### M2 wires

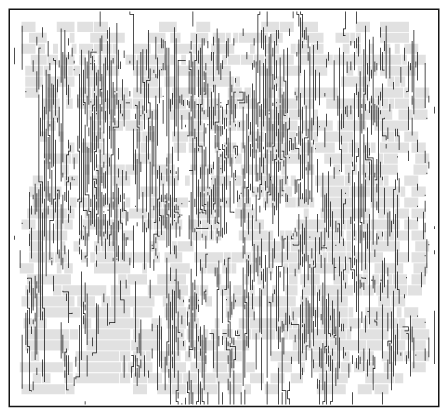
### Met3 routing

Scale bar: 20 um.
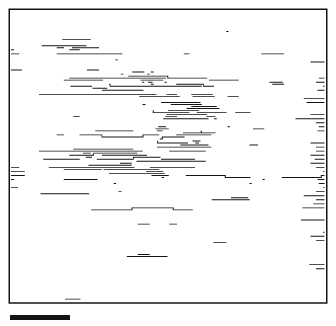
$ cat src/rtl/expr_pipe_pkg.sv
// Shared types for the pipelined expression ALU: opcode enum, request record
// and the signature rotate helper.
package expr_pipe_pkg;

    localparam int OP_W    = 4;
    localparam int MAX_W   = 32;
    localparam int SIG_MAX = 64;

    typedef enum logic [OP_W-1:0] {
        OP_ADD  = 4'd0,
        OP_SUB  = 4'd1,
        OP_MUL  = 4'd2,
        OP_AND  = 4'd3,
        OP_OR   = 4'd4,
        OP_XNOR = 4'd5,
        OP_SHL  = 4'd6,
        OP_SHR  = 4'd7,
        OP_ASHR = 4'd8,
        OP_LT   = 4'd9,
        OP_LE   = 4'd10,
        OP_EQ   = 4'd11,
        OP_LAND = 4'd12,
        OP_RXOR = 4'd13,
        OP_NEG  = 4'd14,
        OP_SEL  = 4'd15
    } op_e;

    typedef struct packed {
        op_e              op;
        logic [MAX_W-1:0] a;
        logic             a_signed;
        logic [MAX_W-1:0] b;
        logic             b_signed;
    } req_t;

    // Rotate left by one inside the low n bits of v (upper bits of v must be 0).
    function automatic logic [SIG_MAX-1:0] rotl1(input logic [SIG_MAX-1:0] v,
                                                 input int unsigned n);
        logic [SIG_MAX-1:0] mask;
        mask = (SIG_MAX'(1) << n) - SIG_MAX'(1);
        return ((v << 1) | (v >> (n - 1))) & mask;
    endfunction

endpackage

$ cat src/rtl/expr_pipe_alu_eval.sv
// Combinational evaluator: one Verilog-semantics expression on W-bit operands
// with per-operand signedness; ctx_signed qualifies the sign flag of y.
module expr_eval_comb
    import expr_pipe_pkg::*;
#(
    parameter int W = 6
) (
    input  logic [OP_W-1:0] op,
    input  logic [W-1:0]    a,
    input  logic            a_signed,
    input  logic [W-1:0]    b,
    input  logic            b_signed,
    output logic [W-1:0]    y,
    output logic            ctx_signed
);

    logic ctx;

    always_comb begin
        ctx        = a_signed && b_signed;
        y          = '0;
        ctx_signed = ctx;
        unique case (op_e'(op))
            OP_ADD:  y = a + b;
            OP_SUB:  y = a - b;
            OP_MUL:  y = a * b;
            OP_AND:  y = a & b;
            OP_OR:   y = a | b;
            OP_XNOR: y = ~(a ^ b);
            OP_SHL: begin
                y          = a << b;
                ctx_signed = a_signed;
            end
            OP_SHR: begin
                y          = a >> b;
                ctx_signed = a_signed;
            end
            OP_ASHR: begin
                // kept as separate branches so the signed shift never sits in an unsigned expression
                if (a_signed) y = $signed(a) >>> b;
                else          y = a >> b;
                ctx_signed = a_signed;
            end
            OP_LT: begin
                if (ctx) y = {{(W-1){1'b0}}, ($signed(a) < $signed(b))};
                else     y = {{(W-1){1'b0}}, (a < b)};
                ctx_signed = 1'b0;
            end
            OP_LE: begin
                if (ctx) y = {{(W-1){1'b0}}, ($signed(a) <= $signed(b))};
                else     y = {{(W-1){1'b0}}, (a <= b)};
                ctx_signed = 1'b0;
            end
            OP_EQ: begin
                y          = {{(W-1){1'b0}}, (a == b)};
                ctx_signed = 1'b0;
            end
            OP_LAND: begin
                y          = {{(W-1){1'b0}}, ((a != '0) && (b != '0))};
                ctx_signed = 1'b0;
            end
            OP_RXOR: begin
                y          = {{(W-1){1'b0}}, (^a)};
                ctx_signed = 1'b0;
            end
            OP_NEG: begin
                y          = -a;
                ctx_signed = a_signed;
            end
            OP_SEL:  y = (a != '0) ? b : ~b;
        endcase
    end

endmodule

$ cat src/rtl/expr_pipe_alu.sv
// Elastic DEPTH-stage expression pipeline with a running output signature.
// Evaluation happens at accept; later stages only carry the registered result.
module expr_pipe_alu
    import expr_pipe_pkg::*;
#(
    parameter int W     = 6,
    parameter int DEPTH = 2,
    parameter int SIGW  = 32
) (
    input  logic            clk,
    input  logic            rst,
    input  logic            in_valid,
    output logic            in_ready,
    input  logic [OP_W-1:0] op,
    input  logic [W-1:0]    a,
    input  logic            a_signed,
    input  logic [W-1:0]    b,
    input  logic            b_signed,
    output logic            out_valid,
    input  logic            out_ready,
    output logic [W-1:0]    y,
    output logic            y_zero,
    output logic            y_neg,
    input  logic            sig_clr,
    output logic [SIGW-1:0] sig,
    output logic [15:0]     count
);

    logic [W-1:0]    ev_y;
    logic            ev_ctx;
    logic [DEPTH-1:0] stg_v;
    logic [W-1:0]    stg_y [DEPTH];
    logic            stg_z [DEPTH];
    logic            stg_n [DEPTH];
    logic            hs;
    logic [SIGW-1:0] sig_base;
    logic [SIGW-1:0] sig_rot;
    logic [15:0]     cnt_base;

    expr_eval_comb #(.W(W)) u_eval (
        .op         (op),
        .a          (a),
        .a_signed   (a_signed),
        .b          (b),
        .b_signed   (b_signed),
        .y          (ev_y),
        .ctx_signed (ev_ctx)
    );

    assign out_valid = stg_v[DEPTH-1];
    assign y         = stg_y[DEPTH-1];
    assign y_zero    = stg_z[DEPTH-1];
    assign y_neg     = stg_n[DEPTH-1];
    assign in_ready  = out_ready || !out_valid;
    assign hs        = out_valid && out_ready;

    // a coincident clear is applied before the handshake folds y in
    assign sig_base  = sig_clr ? '0 : sig;
    assign cnt_base  = sig_clr ? '0 : count;
    assign sig_rot   = SIGW'(rotl1(SIG_MAX'(sig_base), SIGW));

    always_ff @(posedge clk) begin
        if (rst) begin
            for (int i = 0; i < DEPTH; i++) begin
                stg_v[i] <= 1'b0;
                stg_y[i] <= '0;
                stg_z[i] <= 1'b0;
                stg_n[i] <= 1'b0;
            end
        end else if (in_ready) begin
            stg_v[0] <= in_valid;
            if (in_valid) begin
                stg_y[0] <= ev_y;
                stg_z[0] <= (ev_y == '0);
                stg_n[0] <= ev_ctx && ev_y[W-1];
            end
            for (int i = 1; i < DEPTH; i++) begin
                stg_v[i] <= stg_v[i-1];
                if (stg_v[i-1]) begin
                    stg_y[i] <= stg_y[i-1];
                    stg_z[i] <= stg_z[i-1];
                    stg_n[i] <= stg_n[i-1];
                end
            end
        end
    end

    always_ff @(posedge clk) begin
        if (rst) begin
            sig   <= '0;
            count <= '0;
        end else if (hs) begin
            sig   <= sig_rot ^ SIGW'(y);
            count <= cnt_base + 16'd1;
        end else if (sig_clr) begin
            sig   <= '0;
            count <= '0;
        end
    end

endmodule

$ cat config.mk
export PLATFORM = sky130hd
export DESIGN_NAME = expr_pipe_alu
export DESIGN_NICKNAME = d
export VERILOG_FILES = /design/src/rtl/expr_pipe_pkg.sv /design/src/rtl/expr_pipe_alu_eval.sv /design/src/rtl/expr_pipe_alu.sv
export SDC_FILE = /design/constraint.sdc
export NUM_CORES = 1
export LEC_CHECK = 0
export CAP_MARGIN = 10
export CORE_AREA = 2 2 104 96
export CTS_BUF_LIST = sky130_fd_sc_hd__clkbuf_8
export DETAILED_ROUTE_END_ITERATION = 10
export DIE_AREA = 0 0 106 98
export GPL_TIMING_DRIVEN = 0
export PLACE_DENSITY_LB_ADDON = 0.15
export SLEW_MARGIN = 20
export SYNTH_ARGS = -nofsm -noshare
export SYNTH_HDL_FRONTEND = slang
export SYNTH_HIERARCHICAL = 1
export SYNTH_SLANG_ARGS = --single-unit
$ cat constraint.sdc
create_clock -name clk -period 5.4 [get_ports clk]
set_clock_uncertainty 0.15 [all_clocks]
set_input_delay 0.54 -clock clk [delete_from_list [all_inputs] [get_ports clk]]
set_output_delay 0.54 -clock clk [all_outputs]
set_load 0.02 [all_outputs]
==> datasheet_impl.txt <==
Physical implementation characteristics

Parameter                              Value

Outcome
  Outcome .................. complete, no violations

Clock network
  Clock Sinks .................. 66
  Max clock buf depth .................. 2
  Cell at the root of the clock tree .................. sky130_fd_sc_hd__clkbuf_8
  Total CTS buffers .................. 9
  CTS tree .................. yes

Yosys
  XOR-XNOR Cells, Area Fraction .................. 0.0630
  Nets in the synthesized netlist .................. between 600 and 700
  Cell taking the most area after synthesis .................. sky130_fd_sc_hd__dfxtp_1
  Post-synth top flop .................. sky130_fd_sc_hd__dfxtp_1
  Yosys stat chip area .................. between 5000 and 6000 sq um
  Post-synth EDFFs .................. 16
  Synth cell types .................. between 60 and 70
  Post-synth top cells .................. sky130_fd_sc_hd__nand2_1 (103), sky130_fd_sc_hd__a21oi_1 (68), sky130_fd_sc_hd__dfxtp_1 (50), sky130_fd_sc_hd__nor2_1 (48), sky130_fd_sc_hd__inv_1 (33)
  Post-Synthesis Cell Area .................. 5080 sq um
  Adder Share, Synth .................. 0.101
  Syn. warnings .................. 6
  Most used standard cell by instance count after synthesis .................. sky130_fd_sc_hd__nand2_1
  Simple-gate area share of the yosys netlist .................. 0.250
  Largest type area fraction .................. 0.197
  Syn Area/Cell .................. about 8 sq um

Layout
  Number of signal-net buffers in the layout .................. ~120
  Number of antenna repair diodes .................. 0
  Final-layout non-clock buffer area share .................. 0.171
  Number of cells in the finished layout apart from fillers .................. between 800 and 900
  Combinational gate count .................. slightly below 500
  Sequential share of cell area .................. 0.237
  Flip-flops .................. around 66
  Tally of clock buffers in the finished layout .................. 11
  Commonest Layout Cell .................. sky130_fd_sc_hd__nand2_1
  Area added between synthesis and finish .................. 23.2%
  Clock-cell share .................. 0.0336
  Combinational gate area .................. around 3200 sq um
  Count of fill cells added during filler insertion .................. 808
  Layout inverter count without the clock tree .................. 35
  Area of all sequential standard cells .................. 1480 sq um
  Multi-input logic portion of the cell area .................. 0.512

Global route
  Via count of the first global-routing pass .................. ~4700
  Most crowded layer after global routing .................. met2
  Global routing usage on met3 .................. 0.0507
  Met1 track utilization from global routing .................. 0.410
  Maximum number of pins on one net before global-route repair .................. 20
  Met2 layer usage reported by global route .................. 0.465
  Initial antenna violation count .................. 0

Power
  Switch Pwr .................. approximately 390 uW
  Power dissipated in the clock network .................. 439 uW
  Relative contribution of the clock network to total power .................. 0.339
  Comb power .................. ~330 uW
  Logic pwr share .................. 0.254
  Peak supply drop .................. between 0.0001 and 0.00015 V
  Internal .................. 898 uW
  Leakage dissipation .................. roughly 0.0023 uW
  Pwr dens .................. between 200 and 250 nW/um^2
  Switching fraction of total power .................. 0.305

Worst setup path
  Worst reg-to-reg setup slack .................. between 3 and 4 ns
  Worst r2r dst .................. count[12]$_SDFF_PP0_
  Depth of the worst register-to-register path .................. 6
  Setup crit start .................. b[4]
  Launching point of the worst reg2reg path .................. count[0]$_SDFF_PP0_
  Cell type of the slowest stage on the worst timing path .................. sky130_fd_sc_hd__clkdlybuf4s50_1
  CP required .................. 5.35 ns
  Dominant delay contributor by cell family on the critical path .................. adder cells
  CP Class .................. in2reg
  CP Data Arrival Time .................. around 5.1 ns
  Maximum fanout along the worst path .................. 7

Worst hold path
  Type of the worst min-delay path .................. reg2reg
  Instance count along the most critical hold path .................. 2
  Hold_sp .................. sig[19]$_SDFF_PP0_
  Endpoint with the worst hold slack .................. sig[20]$_SDFF_PP0_

Die
  Tap cells .................. 126
  Total die area .................. about 10000 sq um
  Chip width .................. 106 um
  Top Ports .................. ~80
  Height of the die .................. 98 um

Final timing
  Unrepaired setup endpoints after global routing .................. false
  Final Hold Slack .................. around 0.32 ns
  Final hold violations .................. 0
  Max Clock Freq .................. about 0.19 GHz
  Final Max-Slew Violation Tally .................. 0

Placed design
  Placement-stage worst setup slack .................. -0.772 ns
  Placed cell areas .................. ~6000 sq um
  Instance count after placement with tap cells included .................. around 830

Detailed routing
  Drt pass-1 iters .................. 6
  Antenna-violating nets left .................. 0
  Total Routed Length .................. ~15 mm
  Detailed Route Iter0 Violations .................. slightly below 500
  Via count .................. around 5000

Run
  Max capacitance violation total .................. 0
  Tool warnings .................. 39
About 'M2 wires':
share of all routed wire: 45%
wire length on this layer: 6800 um
longest straight run: 47.9 um
nets with wire on the layer: 647
main direction: vertical

About 'Met3 routing':
longest straight run: 39.1 um
nets with wire on the layer: 123
wire length on this layer: 1150 um

## worst min-delay path, cell delays in order, from the launching register on
cell and delay [ns]:
sky130_fd_sc_hd__dfxtp_1 0.32, sky130_fd_sc_hd__nand2_1 0.06, sky130_fd_sc_hd__a21oi_1 0.05
## sequential cells by signal, indices dropped and copies added, names as in the netlist
| signal | cells |
|---|---|
| sig | 32 |
| stg_z | 2 |
| stg_n | 2 |
| count | 16 |
| stg_v | 2 |
| stg_y | 12 |
## what timing repair did
action	in CTS	in global routing
endpoints found under the setup margin	3	2
buffers inserted	0	2
pin swaps	0	1
gates resized	4	7
hold buffers	0	0
Power figures rest on the tool's default switching activity, not on a simulated workload.
